Design seq_det_prog, sky130hd; sources not shown.
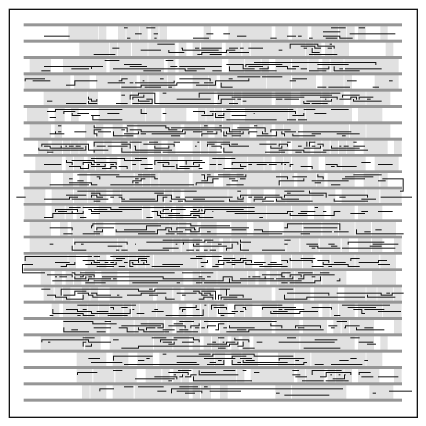
run_1/m1.png
Scale: 6 px per um. Supply wires on this layer in grey.
The longest straight run is 28.5 um. 393 nets have wire on it. The layer carries 2,510 um of wire.
GR Util met1: 0.322
vias post-DR: 2,317
WL final: 6400 um

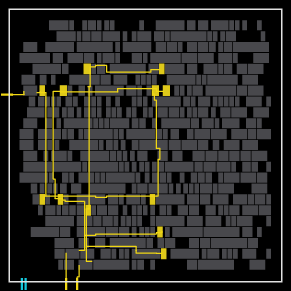
run_1/port_trees.png
Scale: 4 px per um.
`cfg_len_i`: drawn in yellow, bits 3, direction input, edge 2 south, 1 west, end cells 12, buffers 3, wire 293 um. `cnt_idx_i`: drawn in cyan, bits 2, direction input, edge south, end cells 0, buffers 0.
Boundary Pins: 41
PortBufs: 21

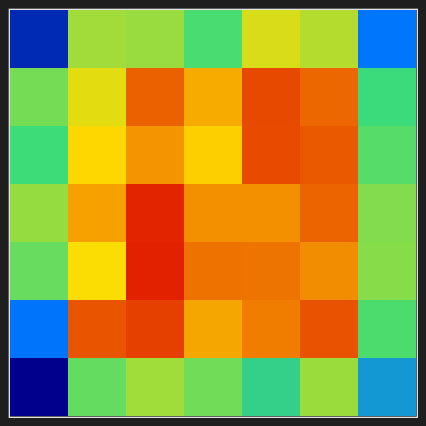
run_1/util_map.png
Scale: 6 px per um. 7 x 7 tiles, from dark blue (low) to red (high), 0 to 100% covered.
47% of the tiles are over 75% full. 2.0% of the tiles are nearly empty. The densest ninth of the die: centre.
Core Util, Final: 0.806
FP Util: 0.536
Core Footprint: 0.00394 mm2

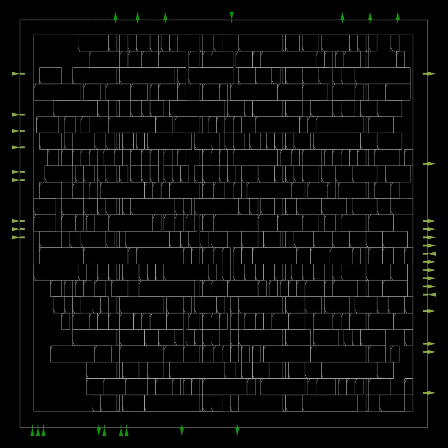
run_1/placed.png
fillers: 277
Final Instance Count excl. Fillers: 458
flip-flops: 33

==> flow_summary.ini, run 1 <==
; implementation run metrics
[outcome]
status = finished, violations left
violations = setup timing

[cts]
cts_tree = yes
cts_buffers = 5
holdBufCountCts = 0

[critical_path]
cp.depth = 13
critPathMaxFanout = 4
critPathArrivalTime_ps = 2080
crit_top_cell = ha_4
rr_worst_depth = 18
crit_type = reg -> out

[synthesis]
yosys-top-cells-area = dfxtp_1 (31%), nand2_1 (17%), inv_1 (8.2%), ha_1 (7.7%), buf_4 (5.7%)
compound_area_frac = 0.126
syn_area_mm2 = 0.00211
synthCells = 324
mux_area_frac = 0
ys_sh_adder = 0.0770
yosysTopAreaCellShare = 0.313
edf_count = 0
async_flop_share = 0
ys_sh_xor = 0.0166

[power_and_ir_drop]
clock_net_power_mw = 0.449
comb_power_mw = 0.284
top_power_group = registers

[sta]
setup_viol = 5
finalClockPeriodUsage = 1.11
clock-skew-final_ps = 2.44
whs_ps = 472
fin_ws_ps = -244
fmax_mhz = 393

[global_route]
antenna_found_initial = 0
met3_usage = 0.0683
grt-ovfl-total = 0

[placed_design]
placed_area_mm2 = 0.00260
dp_hpwl_um = 3980
dp_slack_ps = -541
gp_congestion = 0.850

[layout]
syn_to_final_growth_pct = 50.3
final_area_mm2 = 0.00318

[hold_path]
holdPathStages = 2
hold_path.class = reg -> reg

[job]
tool_warnings = 31
cap_violations = 0

[die]
die_w_um = 67.8

[routing]
via_per_inst = 5.06
## run 1: placed cells by master, fill, tap and decap left out, drive strengths merged
cell type	instances
a21oi	16
buf	65
clkbuf	7
clkdlybuf4s50	13
clkinv	1
conb	16
dfxtp	33
dlymetal6s2s	1
ha	13
inv	57
nand2	101
nand3	16
nand3b	1
nand4	1
nor2	31
nor3	1
o211ai	8
o21a	3
o21ai	20
xnor2	4
## run 1: cell type report
type,count,area [um2],area share
timing repair buffer,79,678,0.213
clock buffer,7,86.3,0.0272
tap,50,62.6,0.0197
inverter,58,229,0.0721
sequential,33,669,0.211
multi-input combinational,231,1450,0.457
## run 1: cells by family after synthesis
logic type	count (synthesis)
xor gates and xnor gates	4
buffers and inverters	75
adders and majority gates	13
AOI/OAI and AO/OA	47
and+or+nand+nor	151
other	1
DFF	33
--- run 2 (diff from run 1) ---
--- a/config.mk
+++ b/config.mk
@@ -5,10 +5,10 @@
 export SDC_FILE = /design/constraint.sdc
 export NUM_CORES = 1
 export LEC_CHECK = 0
-export ABC_AREA = 1
-export ABC_CLOCK_PERIOD_IN_PS = 2300
+export ABC_AREA = 0
+export CAP_MARGIN = 5
 export CORE_MARGIN = 2
-export CORE_UTILIZATION = 52
+export CORE_UTILIZATION = 51
 export DETAILED_ROUTE_END_ITERATION = 8
 export PLACE_DENSITY = 0.8
 export SYNTH_ARGS = -nofsm -noshare
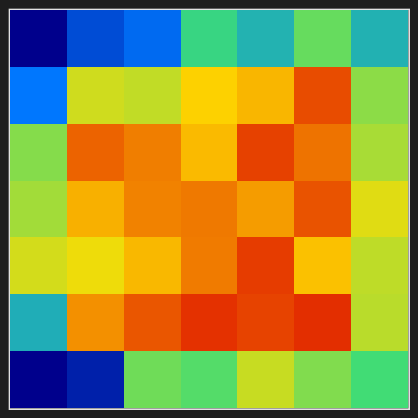
run_2/util_map.png
Scale: 6 px per um. 7 x 7 tiles, from dark blue (low) to red (high), 0 to 100% covered.
The mean over all tiles is 65%. The emptiest ninth of the die: north-west. The densest ninth of the die: centre. The fullest tile reaches 95%. 45% of the tiles are over 75% full.
FP Util: 0.535
Core Util, Final: 0.792
Core Footprint: 0.00372 mm2

==> flow_summary.ini, run 2 <==
; implementation run metrics
[layout]
largest_cell_class = logic gates
fill_cells = 247
regArea_um2 = 672
buf_share = 0.200
ff_count = 33
lay_top_count = buf_4
nNonClkBuffers = 68
combAreaFraction = 0.504
final_area_mm2 = 0.00294
clockBufferCount = 8
stdcell_count = 338
syn_to_final_growth_pct = 48.0
seq_area_frac = 0.228
logic_gates = 166

[routing]
vias = 1769
wl_um = 5480
via_per_inst = 5.23

[sta]
whs_ps = 485
fmax_mhz = 367
setup_viol = 9
fin_ws_ps = -427
finalClockPeriodUsage = 1.19

[global_route]
use_met1 = 0.322
antenna_found_initial = 0
met3_usage = 0.0562
grt-ovfl-total = 0

[power_and_ir_drop]
comb_power_mw = 0.248
clock_net_power_mw = 0.414

[synthesis]
edf_count = 0
yosysTopAreaCellShare = 0.332
async_flop_share = 0

[die]
tapCellCount = 48

[placed_design]
gp_congestion = 0.836
placed_area_mm2 = 0.00250
io_buffer_count = 21

[cts]
cts_buffers = 5

[critical_path]
critPathMaxFanout = 4
cp.depth = 8
critPathArrivalTime_ps = 2270
rr_worst_depth = 9
crit_type = reg -> out

[outcome]
status = finished, violations left
violations = setup timing

[hold_path]
hold_path.class = reg -> reg
==> run 2: cell types whose count changed after synthesis, sizes merged, moves of 8 or more <==
cell	previous run	this run
inv	57	15
o21ai	20	3
nand2	101	14
nand2b	0	12
a211o	0	10
o211ai	8	0
nor2b	0	9
nand3	16	5
mux2i	0	15
==> run 2: repair_timing <==
| item | CTS | global route |
|---|---|---|
| resized | 73 | 12 |
| pin swaps | 14 | 17 |
| endpoints found under the hold margin | 0 | 0 |
| setup endpoints to repair | 9 | 9 |
| setup buffers | 10 | 3 |
==> run 2: kinds of logic after synthesis <==
| kind of cell | synth area share |
|---|---|
| buf+inv | 0.104 |
| flops | 0.332 |
| mux | 0.0756 |
| fa+ha+maj | 0.0819 |
| simple gates | 0.223 |
| xor+xnor | 0.0749 |
| compound gates | 0.106 |
| other cells | 0.00189 |
--- run 3 (diff from run 2) ---
--- a/config.mk
+++ b/config.mk
@@ -8,9 +8,10 @@
 export ABC_AREA = 0
 export CAP_MARGIN = 5
 export CORE_MARGIN = 2
-export CORE_UTILIZATION = 51
+export CORE_UTILIZATION = 55
 export DETAILED_ROUTE_END_ITERATION = 8
-export PLACE_DENSITY = 0.8
+export DONT_BUFFER_PORTS = 1
+export PLACE_DENSITY = 0.7
 export SYNTH_ARGS = -nofsm -noshare
 export SYNTH_HDL_FRONTEND = slang
 export SYNTH_HIERARCHICAL = 1
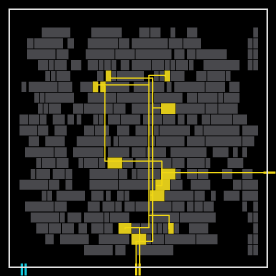
run_3/port_trees.png
Scale: 4 px per um.
`cfg_len_i`: drawn in yellow, bits 3, direction input, edge 2 south, 1 east, end cells 12, buffers 0, wire 211 um. `cnt_idx_i`: drawn in cyan, bits 2, direction input, edge south, end cells 0, buffers 0.
PortBufs: 0

==> flow_summary.ini, run 3 <==
; implementation run metrics
[synthesis]
yosysTopAreaCellShare = 0.332
ys_sh_adder = 0.0819
ys_sh_xor = 0.0749
compound_area_frac = 0.106
edf_count = 0
async_flop_share = 0
syn_area_mm2 = 0.00199
ys_sh_simple = 0.223

[routing]
vias = 1584
via_per_inst = 5.42
wl_um = 4620

[placed_design]
placed_area_mm2 = 0.00216
dp_hpwl_um = 3370

[critical_path]
critPathMaxFanout = 3
rr_worst_depth = 9
critPathArrivalTime_ps = 2240
crit_type = reg -> out

[sta]
setup_viol = 8
fin_ws_ps = -399
whs_ps = 181
finalClockPeriodUsage = 1.17
clock-skew-final_ps = 6.41

[power_and_ir_drop]
top_power_group = registers
comb_power_mw = 0.170

[outcome]
status = finished, violations left
violations = setup timing

[die]
die_w_um = 64.1

[global_route]
grt-ovfl-total = 0

[layout]
utilization = 0.737
most-common-layout-cells = dfxtp_1 (25), nor2_1 (23), buf_4 (17)
syn_to_final_growth_pct = 26.7

[hold_path]
hold_path.class = in -> reg
holdPathStages = 1

[cts]
ctsResizeCount = 25

[job]
tool_warnings = 33
[run 3: cell counts after synthesis]
No cell type changed its count.
[run 3: routing by layer]
metal | vias up | track usage | part of all wire
met5 | - | 0 | 0
li1 | 762 | - | -
met4 | 0 | 0.125 | 0.024
met2 | 62 | 0.465 | 0.53
met3 | 10 | 0.0880 | 0.078
met1 | 750 | 0.237 | 0.37
[run 3: critical path, cell delays in order (launching register included)]
cell,delay [ps]
dfxtp_2,340
nand2b_4,150
buf_6,120
ha_4,200
nand2b_4,130
a21oi_2,120
and4bb_2,280
or4_4,560
[run 3: layout make-up]
class	count	area [um2]
Fill cell	239	898
Tap cell	46	57.6
Clock inverter	1	5.00
Clock buffer	7	65.1
Timing Repair Buffer	24	206
Inverter	15	56.3
Multi-Input combinational cell	166	1460
Sequential cell	33	671

==> layout pictures side by side <==
Placement by cell class.
Scale: 6 px per um.
panel A
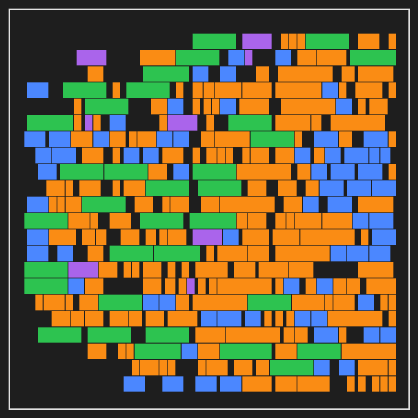
panel B
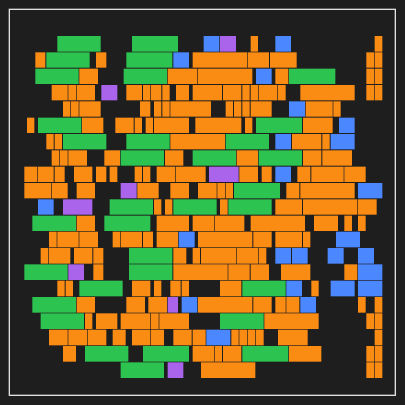
panel C
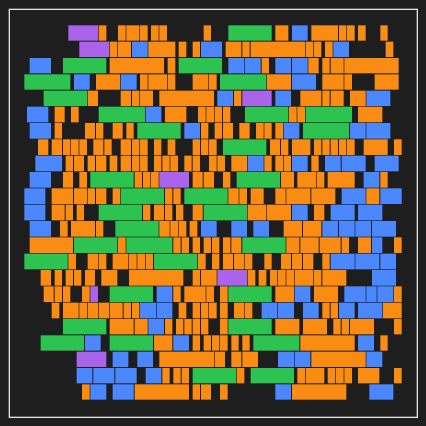
The one with the fewest cells is panel B.
The one with the most cells is panel C.
| from | picture |
|---|---|
| run 2 | panel A |
| run 1 | panel C |
| run 3 | panel B |

